Run 1, drive-strength map:
Scale bar: 20 µm.
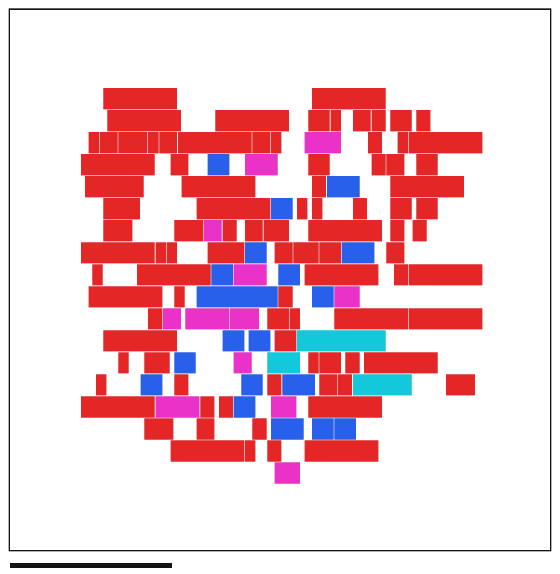
Run 1, clock wires, drivers and flops:
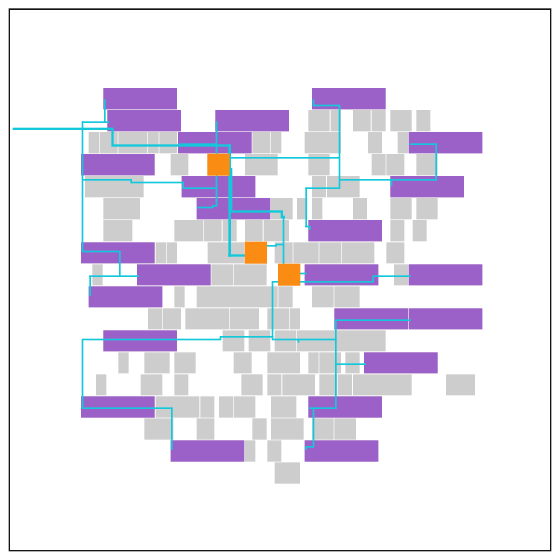
Run 1, sequential cells colored by netlist name:
Scale bar: 20 µm. Other sequential cells in the stronger gray, the rest of the logic in the fainter gray.
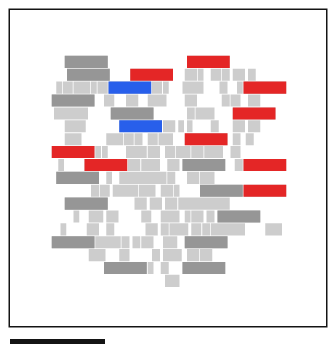
`src/rtl/sc_pkg.sv`:
```
// Shared definitions for the stochastic-computing blocks: FSM states and
// width helpers so every SC stage sizes its residue, sum and counters alike.
package sc_pkg;

   typedef enum logic [1:0] {
      IDLE = 2'd0,
      RUN  = 2'd1,
      DONE = 2'd2
   } sc_state_t;

   // Residue never exceeds N-1, but keep at least one bit for N=2.
   function automatic int res_width(input int n);
      return (n <= 2) ? 1 : $clog2(n);
   endfunction

   function automatic int sum_width(input int n);
      return $clog2(2 * n);
   endfunction

   function automatic int pop_width(input int n);
      return $clog2(n + 1);
   endfunction

   function automatic int cnt_width(input int len);
      return $clog2(len + 1);
   endfunction

endpackage

```
`src/rtl/sc_popcount.sv`:
```
// Combinational ones count over an N-bit vector, shared by the SC blocks.
module sc_popcount
   import sc_pkg::*;
#(
   parameter int N  = 2,
   parameter int PW = pop_width(N)
) (
   input  logic [N-1:0]  bits,
   output logic [PW-1:0] count
);

   always_comb begin
      count = '0;
      for (int i = 0; i < N; i++) begin
         count = count + PW'(bits[i]);
      end
   end

endmodule

```
`src/rtl/sc_sum_n.sv`:
```
// N-input scaled stochastic adder: emits a 1 each time the accumulated input
// ones reach N, with framed start/done control and a running ones count.
module sc_sum_n
   import sc_pkg::*;
#(
   parameter  int N        = 2,
   parameter  int LEN      = 256,
   parameter  int INIT_RES = 0,
   localparam int CW       = cnt_width(LEN)
) (
   input  logic          clk,
   input  logic          rst_n,
   input  logic          start,
   input  logic          in_valid,
   input  logic [N-1:0]  sn_in,
   output logic          q,
   output logic          out_valid,
   output logic          busy,
   output logic          done,
   output logic [CW-1:0] ones_cnt
);

   localparam int RW = res_width(N);
   localparam int SW = sum_width(N);
   localparam int PW = pop_width(N);

   sc_state_t     state;
   logic [RW-1:0] residue;
   logic [CW-1:0] sample_cnt;
   logic [PW-1:0] pop;
   logic [SW-1:0] sum;
   logic          q_next;
   logic [RW-1:0] res_next;

   sc_popcount #(.N(N), .PW(PW)) u_popcount (
      .bits  (sn_in),
      .count (pop)
   );

   // Sum stays below 2N because the residue is always below N.
   always_comb begin
      sum      = SW'(pop) + SW'(residue);
      q_next   = (sum >= SW'(N));
      res_next = q_next ? RW'(sum - SW'(N)) : RW'(sum);
   end

   always_ff @(posedge clk or negedge rst_n) begin
      if (!rst_n) begin
         state      <= IDLE;
         residue    <= '0;
         sample_cnt <= '0;
         ones_cnt   <= '0;
         q          <= 1'b0;
         out_valid  <= 1'b0;
         busy       <= 1'b0;
         done       <= 1'b0;
      end else if (start) begin
         // A start wins over everything, including a sample presented with it.
         state      <= RUN;
         residue    <= RW'(INIT_RES);
         sample_cnt <= '0;
         ones_cnt   <= '0;
         q          <= 1'b0;
         out_valid  <= 1'b0;
         busy       <= 1'b1;
         done       <= 1'b0;
      end else begin
         q         <= 1'b0;
         out_valid <= 1'b0;
         done      <= 1'b0;
         case (state)
            RUN: begin
               if (in_valid) begin
                  q         <= q_next;
                  out_valid <= 1'b1;
                  residue   <= res_next;
                  ones_cnt  <= ones_cnt + CW'(q_next);
                  if (sample_cnt == CW'(LEN - 1)) begin
                     state <= DONE;
                     done  <= 1'b1;
                     busy  <= 1'b0;
                  end else begin
                     sample_cnt <= sample_cnt + 1'b1;
                  end
               end
            end
            DONE: begin
               state <= IDLE;
               busy  <= 1'b0;
            end
            default: begin
               state <= IDLE;
               busy  <= 1'b0;
            end
         endcase
      end
   end

endmodule

```
`config.mk`:
```
export PLATFORM = sky130hd
export DESIGN_NAME = sc_sum_n
export DESIGN_NICKNAME = d
export VERILOG_FILES = /design/src/rtl/sc_pkg.sv /design/src/rtl/sc_popcount.sv /design/src/rtl/sc_sum_n.sv
export SDC_FILE = /design/constraint.sdc
export NUM_CORES = 1
export LEC_CHECK = 0
export CELL_PAD_IN_SITES_DETAIL_PLACEMENT = 0
export CELL_PAD_IN_SITES_GLOBAL_PLACEMENT = 1
export CORE_MARGIN = 8
export CORE_UTILIZATION = 45
export CTS_BUF_LIST = sky130_fd_sc_hd__clkbuf_4 sky130_fd_sc_hd__clkbuf_8
export CTS_CLUSTER_DIAMETER = 80
export DETAILED_ROUTE_END_ITERATION = 7
export DONT_BUFFER_PORTS = 1
export PLACE_DENSITY = 0.76
export SYNTH_ARGS = -nofsm -noshare
export SYNTH_HDL_FRONTEND = slang
export SYNTH_SLANG_ARGS = --single-unit
```
`constraint.sdc`:
```
create_clock -name clk -period 2 [get_ports clk]
set_clock_uncertainty 0.05 [all_clocks]
set_input_delay 0.4 -clock clk [delete_from_list [all_inputs] [get_ports clk]]
set_output_delay 0.4 -clock clk [all_outputs]
set_load 0.01 [all_outputs]
```
==> summary.txt, run 1 <==
Item: results of the latest flow run.

- The run finished with clean final reports.
- The cell type group with the largest total delay on the critical path is simple AND/OR/NAND/NOR gates.
- The placeable core area is 2450 µm².
- The final non-filler cell total is 156.
- The worst supply voltage drop on vdd is 521 µV.
- The biggest area contributor in the post-synthesis netlist is dfrtp_1.
- Per the detailed placement report, the placed cell area equals 1260 µm².
- Looking at the critical path, the single cell with the biggest stage delay is or4_4.
- Per the post-synthesis report, the number of cells in the design is 111.
- Per the summary, power density relative to cell area is 655 nW/µm².
- After synthesis, the share of flip-flops with an asynchronous set or reset is 1.00.
- The normalized max-slew margin is 0.793.
- The worst-case register-to-register setup slack is 0.06 ns.
- The pre-antenna-repair detailed-routing pass consisted of 4 iterations.
- The diode insertion count for antenna repair is 0.
- The width of the chip is 66.7 µm.
- TritonCTS built the clock tree.
- dfrtp_1 is the most common cell in the netlist.
- Per STA, the library cell used most along the worst path is ha_2.
- The leakage power is 0.000597 µW.
- The OpenROAD warning count is 27.
- The critical path depth in cells is 7.
- The violation tally recorded at the end of detailed-routing iteration 0 is 48.
- The reg-to-reg critical path endpoint is sample_cnt[5].
- The global-route wire length before repair is 4.26 mm.
- The yosys synthesis chip area is 1160 µm².
- Setup repair after global routing could not meet its margin everywhere.
- The uppermost signal routing layer after detailed routing is met4.
- Post-route period utilization is reported as 0.969.
- The area fraction in and, or, nand and nor cells after synthesis is 0.227.
- Entering global routing, the biggest net connects 25 pins.
- The maximum buffer depth of the clock tree is 2.
- The placement summary gives the final routability congestion estimate as 0.804.
- In the synthesized netlist, the cells that appear most often are 24 x dfrtp_1, 13 x a21oi_1, 8 x nor2_1.
- Looking at the clock tree report, the root buffer type is clkbuf_4.
- Counting every net in the synthesized netlist gives 122.
- STA lists the maximum fanout along the critical path as 7.
- Counting pins that exceed their max-slew limit in the final report gives 0.
- The detailed-route wire length per cell is 16.0 µm.
- The amount of wire on met2 after detailed routing is 1.17 mm.
- The power report lists cell-internal power as 732 µW.
- The average cell area after synthesis is 10.4 µm².
- The longest individual stage delay on the worst path is 0.55 ns.
- For reference, the mux area share after synthesis is 0.0443.
- The via count of the first global-routing pass came to 933.
- Counting the buffers created by CTS gives 3.
- Input and output buffers added on the ports amount to 0.
- The area of combinational cells with multiple inputs is 601 µm².
- The largest non-sequential cell family by area is simple AND/OR/NAND/NOR gates.
- Of the total power, combinational logic draws 0.073.
- The remaining global-route overflow is 0.
- The number of antenna violations at the first check in global routing is 0.
- The startpoint of the most critical hold path is start.
- The starting density of the core is 0.471.
- The worst-case reg-to-reg path depth is 7.
- The top-area cell type share of the netlist area is 0.519.
- The number of cells in the yosys synthesis report is 111.
- The share of final-layout standard cells stronger than drive strength 1 is 0.270.
- The slew at the pin with the worst max-slew slack is 0.310 ns.
- In this run, the synthesized area fraction spent on xor and xnor cells is recorded as 0.0151.
- The total buffers and inverters traversed by the critical path is 0.
- The start point of the critical path is sample_cnt[1].
- According to the finish report, the design has a final net count of 138.
- The final route contains 917 vias.
- The final hold violation count recorded for this run is 0.
- STA classifies the critical path endpoint as a flop.
- The cell resize tally after clock tree synthesis is 2.
- The DRC violation count after routing is 0.
- Summed over all nets, wire length on met3 after detailed routing comes to 225 µm.
- Buffers added to address setup during post-CTS repair amount to 0.
- The register share of total power is 0.543.
- The data required time reported for the critical path is 2.21 ns.
- The placed wire-length estimate after detailed placement is 1.75 mm.
- Per the run summary, max-cap violations total 0.
- The insertion delay of the later-clocked pin in the worst-skew pair is 0.32 ns.
- The cell count of the worst hold path is 1.
- The clock-pin slew on the worst setup and hold paths is 0.13 ns.
- STA shows the worst min-delay path finishing at sample_cnt[5].
-- 'drive-strength map' (at the start) --
Key: red = x1 and smaller [cells 92, share 73%, most used dfrtp_1]; blue = x3 and x4 [cells 19, share 15%, most used buf_4]; cyan = x6 and larger [cells 3, share 2.4%]; magenta = x2 [cells 12, share 9.5%, most used a21oi_2]

-- 'clock wires, drivers and flops' (at the start) --
Key: cyan = clock wires [length 320 µm]; purple = flip-flops [count 24]; orange = clock-net drivers [count 3]
There are 4 routed clock nets.

-- 'sequential cells colored by netlist name' (at the start) --
Key: red = ones_cnt [placed flops 9]; blue = state [placed flops 2]
Another 13 sequential cells are not colored.
share of the core filled with cells in the final layout: 0.580
flop share of the area: 0.422
sequential power: 506 µW
FF+latch area: 601 µm²

run 1: area by class of cell:
type                    instances  share of cell area
flip-flops and latches         24               0.422
well taps                      30              0.0264
inverters                       2             0.00528
multi-input cells              82               0.422
repair buffers                 14              0.0871
clock buffers                   3              0.0158
clock inverters                 1              0.0211
run 1: cell families after synthesis:
| logic type | after synthesis |
|---|---|
| adder cells (fa/ha/maj) | 5 |
| AND/OR/NAND/NOR | 46 |
| flip-flops | 24 |
| buffers and inverters | 5 |
| multiplexers | 5 |
| XOR/XNOR | 2 |
| AND-OR/OR-AND | 24 |
run 1: power by group through the flow:
stage | Sequential [µW] | Clock (µW) | Combinational [µW]
after CTS | 506 | 364 | 66.5
after global routing | 508 | 384 | 78.5
final | 506 | 358 | 67.8
after floorplan | 515 | 0 | 35.5
after detailed placement | 515 | 0 | 48.4
after global placement | 515 | 0 | 46.4
run 1: metal layers:
layer / track usage / vias up
met1: 0.145 / 455
met5: 0 / -
met2: 0.190 / 20
met4: 0.0320 / 0
li1: - / 438
met3: 0.0537 / 4
run 1: sequential cells by signal, indices dropped and copies added, names as in the netlist:
signal,flops
residue,1
sample_cnt,9
done,1
q,1
state,2
out_valid,1
ones_cnt,9
run 1: cells in the final DEF (no fill, tap or decap), drive strengths merged:
cell type and count:
nor2 8, nand2b 1, nand4bb 1, clkbuf 3, nand3 5, and2 3, xor2 2, nand3b 1
bufinv 1, ha 4, nor3 1, nor2b 1, mux2i 4, fa 1, buf 13, o21ai 5
o31ai 6, mux2 1, a21oi 13, or2 2, inv 2, nand4 3, nand2 7, dfrtp 24
nor4 1, or3 5, nand4b 1, or4 6, dlygate4sd3 1
Run 1, placed cells, one color a class:
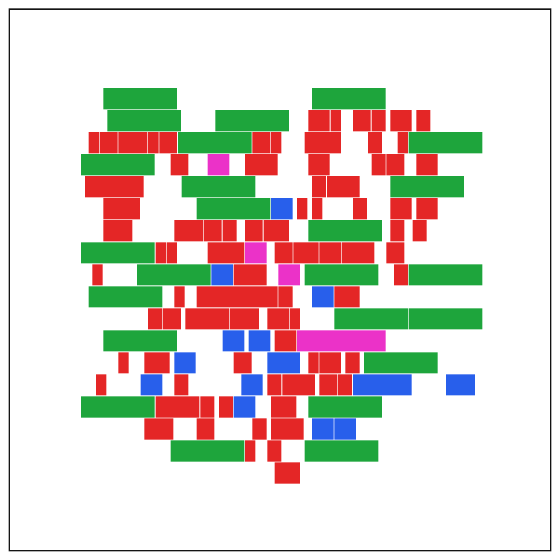

==> run 1 -> run 2 <==
- CORE_UTILIZATION: 45 -> 42
- CTS_BUF_LIST: sky130_fd_sc_hd__clkbuf_4 sky130_fd_sc_hd__clkbuf_8 -> not set
- PLACE_DENSITY: 0.76 -> 0.72
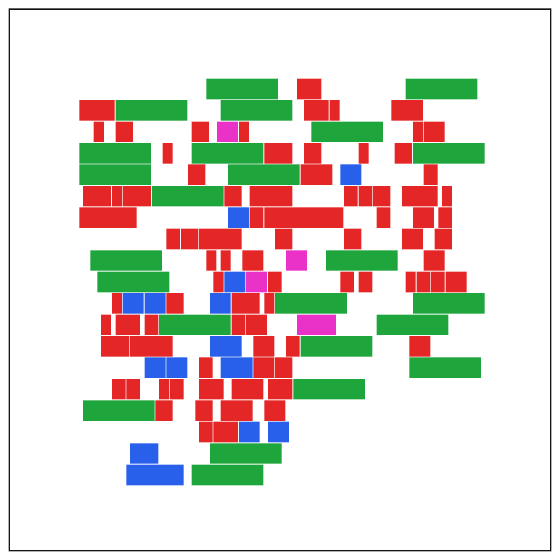
Run 2: placed cells, one color a class
Key: blue = remaining buffers and delay cells [cells 14, share of their area 9.3%]; red = remaining logic cells [cells 84, share of their area 44%]; green = registers [cells 24, share of their area 44%]; magenta = clock drivers and dummy loads [cells 4, share of their area 2.7%]

==> summary.txt, run 2 <==
Item: results of the latest flow run.

- The run finished with clean final reports.
- The longest individual stage delay on the worst path is 0.38 ns (-0.17 ns).
- The violation tally from detailed-route iteration zero is 29 (-40%).
- The length of the first detailed-routing pass in iterations is 4 (unchanged).
- The post-synthesis xor/xnor area fraction is 0.0151 (unchanged).
- The share of final-layout standard cells stronger than drive strength 1 is 0.262 (-0.00794).
- The total cell area at the placement stage is 1270 µm² (about the same).
- The count of plain and timing-repair buffers in the layout is 14 (unchanged).
- The placeable core area was 2690 µm² (+9.4%).
- The worst supply voltage drop on vdd came to 471 µV (-9.5%).
- The leakage power came to 0.000583 µW (-2.4%).
- The maximum number of pins on one net before global-route repair is 25 (unchanged).
- The final net count is 138 (unchanged).
- The average cell area after synthesis is 10.4 µm² (unchanged).
- The diode insertion count for antenna repair came to 0 (unchanged).
- The sequential cell count was 24 (unchanged).
- The amount of wire on met2 after detailed routing came to 1.27 mm (+8.3%).
- The cell count of the worst hold path is 1 (unchanged).
- The total power divided by cell area came to 592 nW/µm² (-9.5%).
- The top-area cell type share of the netlist area is 0.519 (unchanged).
- The number of tap cells added at floorplan was 31 (+3.3%).
- The storage element area came to 601 µm² (unchanged).
- The global-route wire length before repair is 4.12 mm (-3.2%).
- The detailed-route wire length per cell was 15.7 µm (-2.1%).
- The maximum buffer depth of the clock tree is 2 (unchanged).
- The area fraction in and, or, nand and nor cells after synthesis is 0.227 (unchanged).
- The clock-pin slew on the worst setup and hold paths is 0.13 ns (about the same).
- The overall via count from detail_route was 904 (-1.4%).
- The number of cells in the yosys synthesis report is 111 (unchanged).
- In this run, the synthesized area fraction spent on AND-OR/OR-AND gates is recorded as 0.117.
- Compared with the post-synthesis result, the final layout area differs by 21.4%.
- Setup repair after global routing could not meet its margin everywhere.
- Ranking logic cells in the layout by count gives the top entries 24 x dfrtp_1, 10 x a21oi_1, 10 x buf_4, 8 x nor2_1.
- The total met3 wirelength after detailed routing is 102 µm (-55%).
- The most frequent logic cell in the layout is dfrtp_1.
- The post-synthesis mux area share is 0.0443 (unchanged).
- The reported max-cap violation count is 0 (unchanged).
- The maximum fanout along the worst path is 3 (-4).
- The library cell with the largest summed area after synthesis is dfrtp_1.
- The data required time at the worst endpoint is 2.16 ns (-0.05 ns).
- The startpoint of the most critical hold path is start.
- The slew at the pin with the worst max-slew slack is 0.299 ns (-0.0108 ns).
- The final-layout non-clock buffer area share came to 0.0908 (+0.00376).
- The OpenROAD warning count is 27 (unchanged).
- The worst-case register-to-register setup slack is 0.08 ns (+0.02 ns).
- The area of combinational cells with multiple inputs is 594 µm² (-1.0%).
- The final cycle utilization of the critical path is 0.958 (-0.0110).
- The worst-case reg-to-reg path depth came to 6 (-1).
- The normalized max-slew margin came to 0.800 (+0.00721).
- The fraction of standard cell area in multi-input logic is 0.423 (+0.000809).
- The count of mapped cells out of synthesis is 111 (unchanged).
- Per the timing report, the most critical flop-to-flop path finishes at ones_cnt[8].
- The number of antenna violations at the first check in global routing is 0 (unchanged).
- The final number of max-transition violations is 0 (unchanged).
- The CTS tree is built.
- The via count of the first global-routing pass is 938 (+0.54%).
- The final weighted congestion of routability-driven global placement is 0.702 (-13%).
- The layout multi-input combinational cell count is 82 (unchanged).
- By count the netlist is led by 24 x dfrtp_1, 13 x a21oi_1, 8 x nor2_1.
- Looking at the area split, the leading class of cells is registers.
- STA classifies the critical path endpoint as a flop.
- The sequential cell area share came to 0.427 (+0.00526).
- The number of non-clock inverters is 2 (unchanged).
- The most numerous cell in the Yosys netlist is dfrtp_1.
- The number of buffers inserted by port buffering was 0 (unchanged).
- The hold violation total from the final report is 0 (unchanged).
- The largest registers in the layout are ones_cnt (9), sample_cnt (9), state (2).
- Routed signal wires occupy layers up through met4.
- The yosys synthesis chip area is 1160 µm² (unchanged).
- The width of the chip is 68.5 µm (+2.7%).
- The DRC violation count after routing came to 0 (unchanged).
- The tree is rooted in a clkbuf_4.
- Looking at the setup timing report, the critical path kind is reg2reg.
- The critical path depth in cells is 6 (-1).
- The post-synthesis async set-or-reset flop share came to 1.00 (unchanged).
- The clock distribution area overhead in the final layout is 0.0258 (-0.0111).
- The net count after synthesis is 122 (unchanged).
- The total buffers and inverters traversed by the critical path is 0 (unchanged).
- Per STA, the worst path accumulates the most delay in the family adder cells.
- For reference, the top logic cell family by area is simple AND/OR/NAND/NOR gates.
- The starting density of the core is 0.431 (-0.0406).
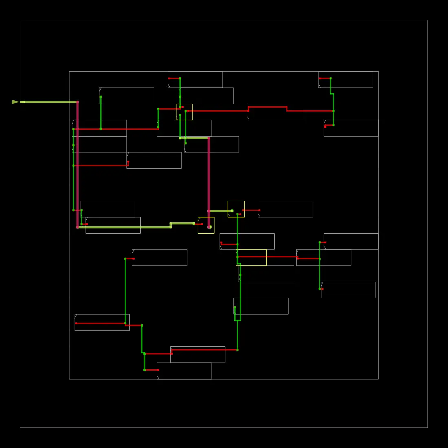
Run 2: clock wiring as the flow saved it
latest clock arrival within the worst-skew pair: 0.31 ns
clock buffer instance count of the final layout: 4
clock sink count: 24
number of buffers created by CTS: 3

## run 2: timing repair
action,in CTS,in global routing
setup endpoints to repair,7,8
buffers inserted,0,1
gates cloned,0,0
pin swaps,1,5
resized,3,12
hold endpoints to repair,24,0
hold buffers,2,0
## run 2: kinds of logic (layout without fill, tap and decap cells)
family / count (synthesis) / count (layout)
buffers and inverters: 5 / 20
flip-flops: 24 / 24
adder cells (fa/ha/maj): 5 / 5
AND-OR/OR-AND: 24 / 24
AND/OR/NAND/NOR: 46 / 46
XOR/XNOR: 2 / 2
multiplexers: 5 / 5
## run 2: how the worst max path moves through the flow
stage	startpoint	to	slack (ns)
6_report	residue	ones_cnt[8]	0.08
5_1_grt	sample_cnt[1]	sample_cnt[5]	-0.006
4_1_cts	residue	ones_cnt[8]	0.01
3_5_place_dp	sample_cnt[0]	sample_cnt[4]	-0.06
3_3_place_gp	sample_cnt[0]	sample_cnt[7]	0.02
2_1_floorplan	sample_cnt[0]	sample_cnt[7]	0.02
## run 2: power by group
part	switching, µW	internal (µW)	total [µW]
logic	34.9	36.3	71.2
clock network	143	111	255
registers	10.4	496	506
total	189	643	832
## run 2: metal layers
metal | vias up | track usage
met5 | - | 0
met4 | 0 | 0.0460
met3 | 5 | 0.0339
met2 | 12 | 0.204
met1 | 451 | 0.126
li1 | 436 | -
## run 2: through the flow
| step | utilization | setup slack (ns) | TNS, ns | cells |
|---|---|---|---|---|
| final | 0.523 | 0.0835 | 0 | 157 |
| after global routing | 0.523 | -0.00568 | -0.00654 | 157 |
| after CTS | 0.503 | 0.0140 | 0 | 156 |
| after detailed placement | 0.471 | -0.0648 | -0.204 | 150 |
| after global placement | 0.471 | 0.0169 | 0 | 150 |
| after floorplan | - | 0.0238 | 0 | 111 |
Power is estimated from default activity; no workload was simulated.
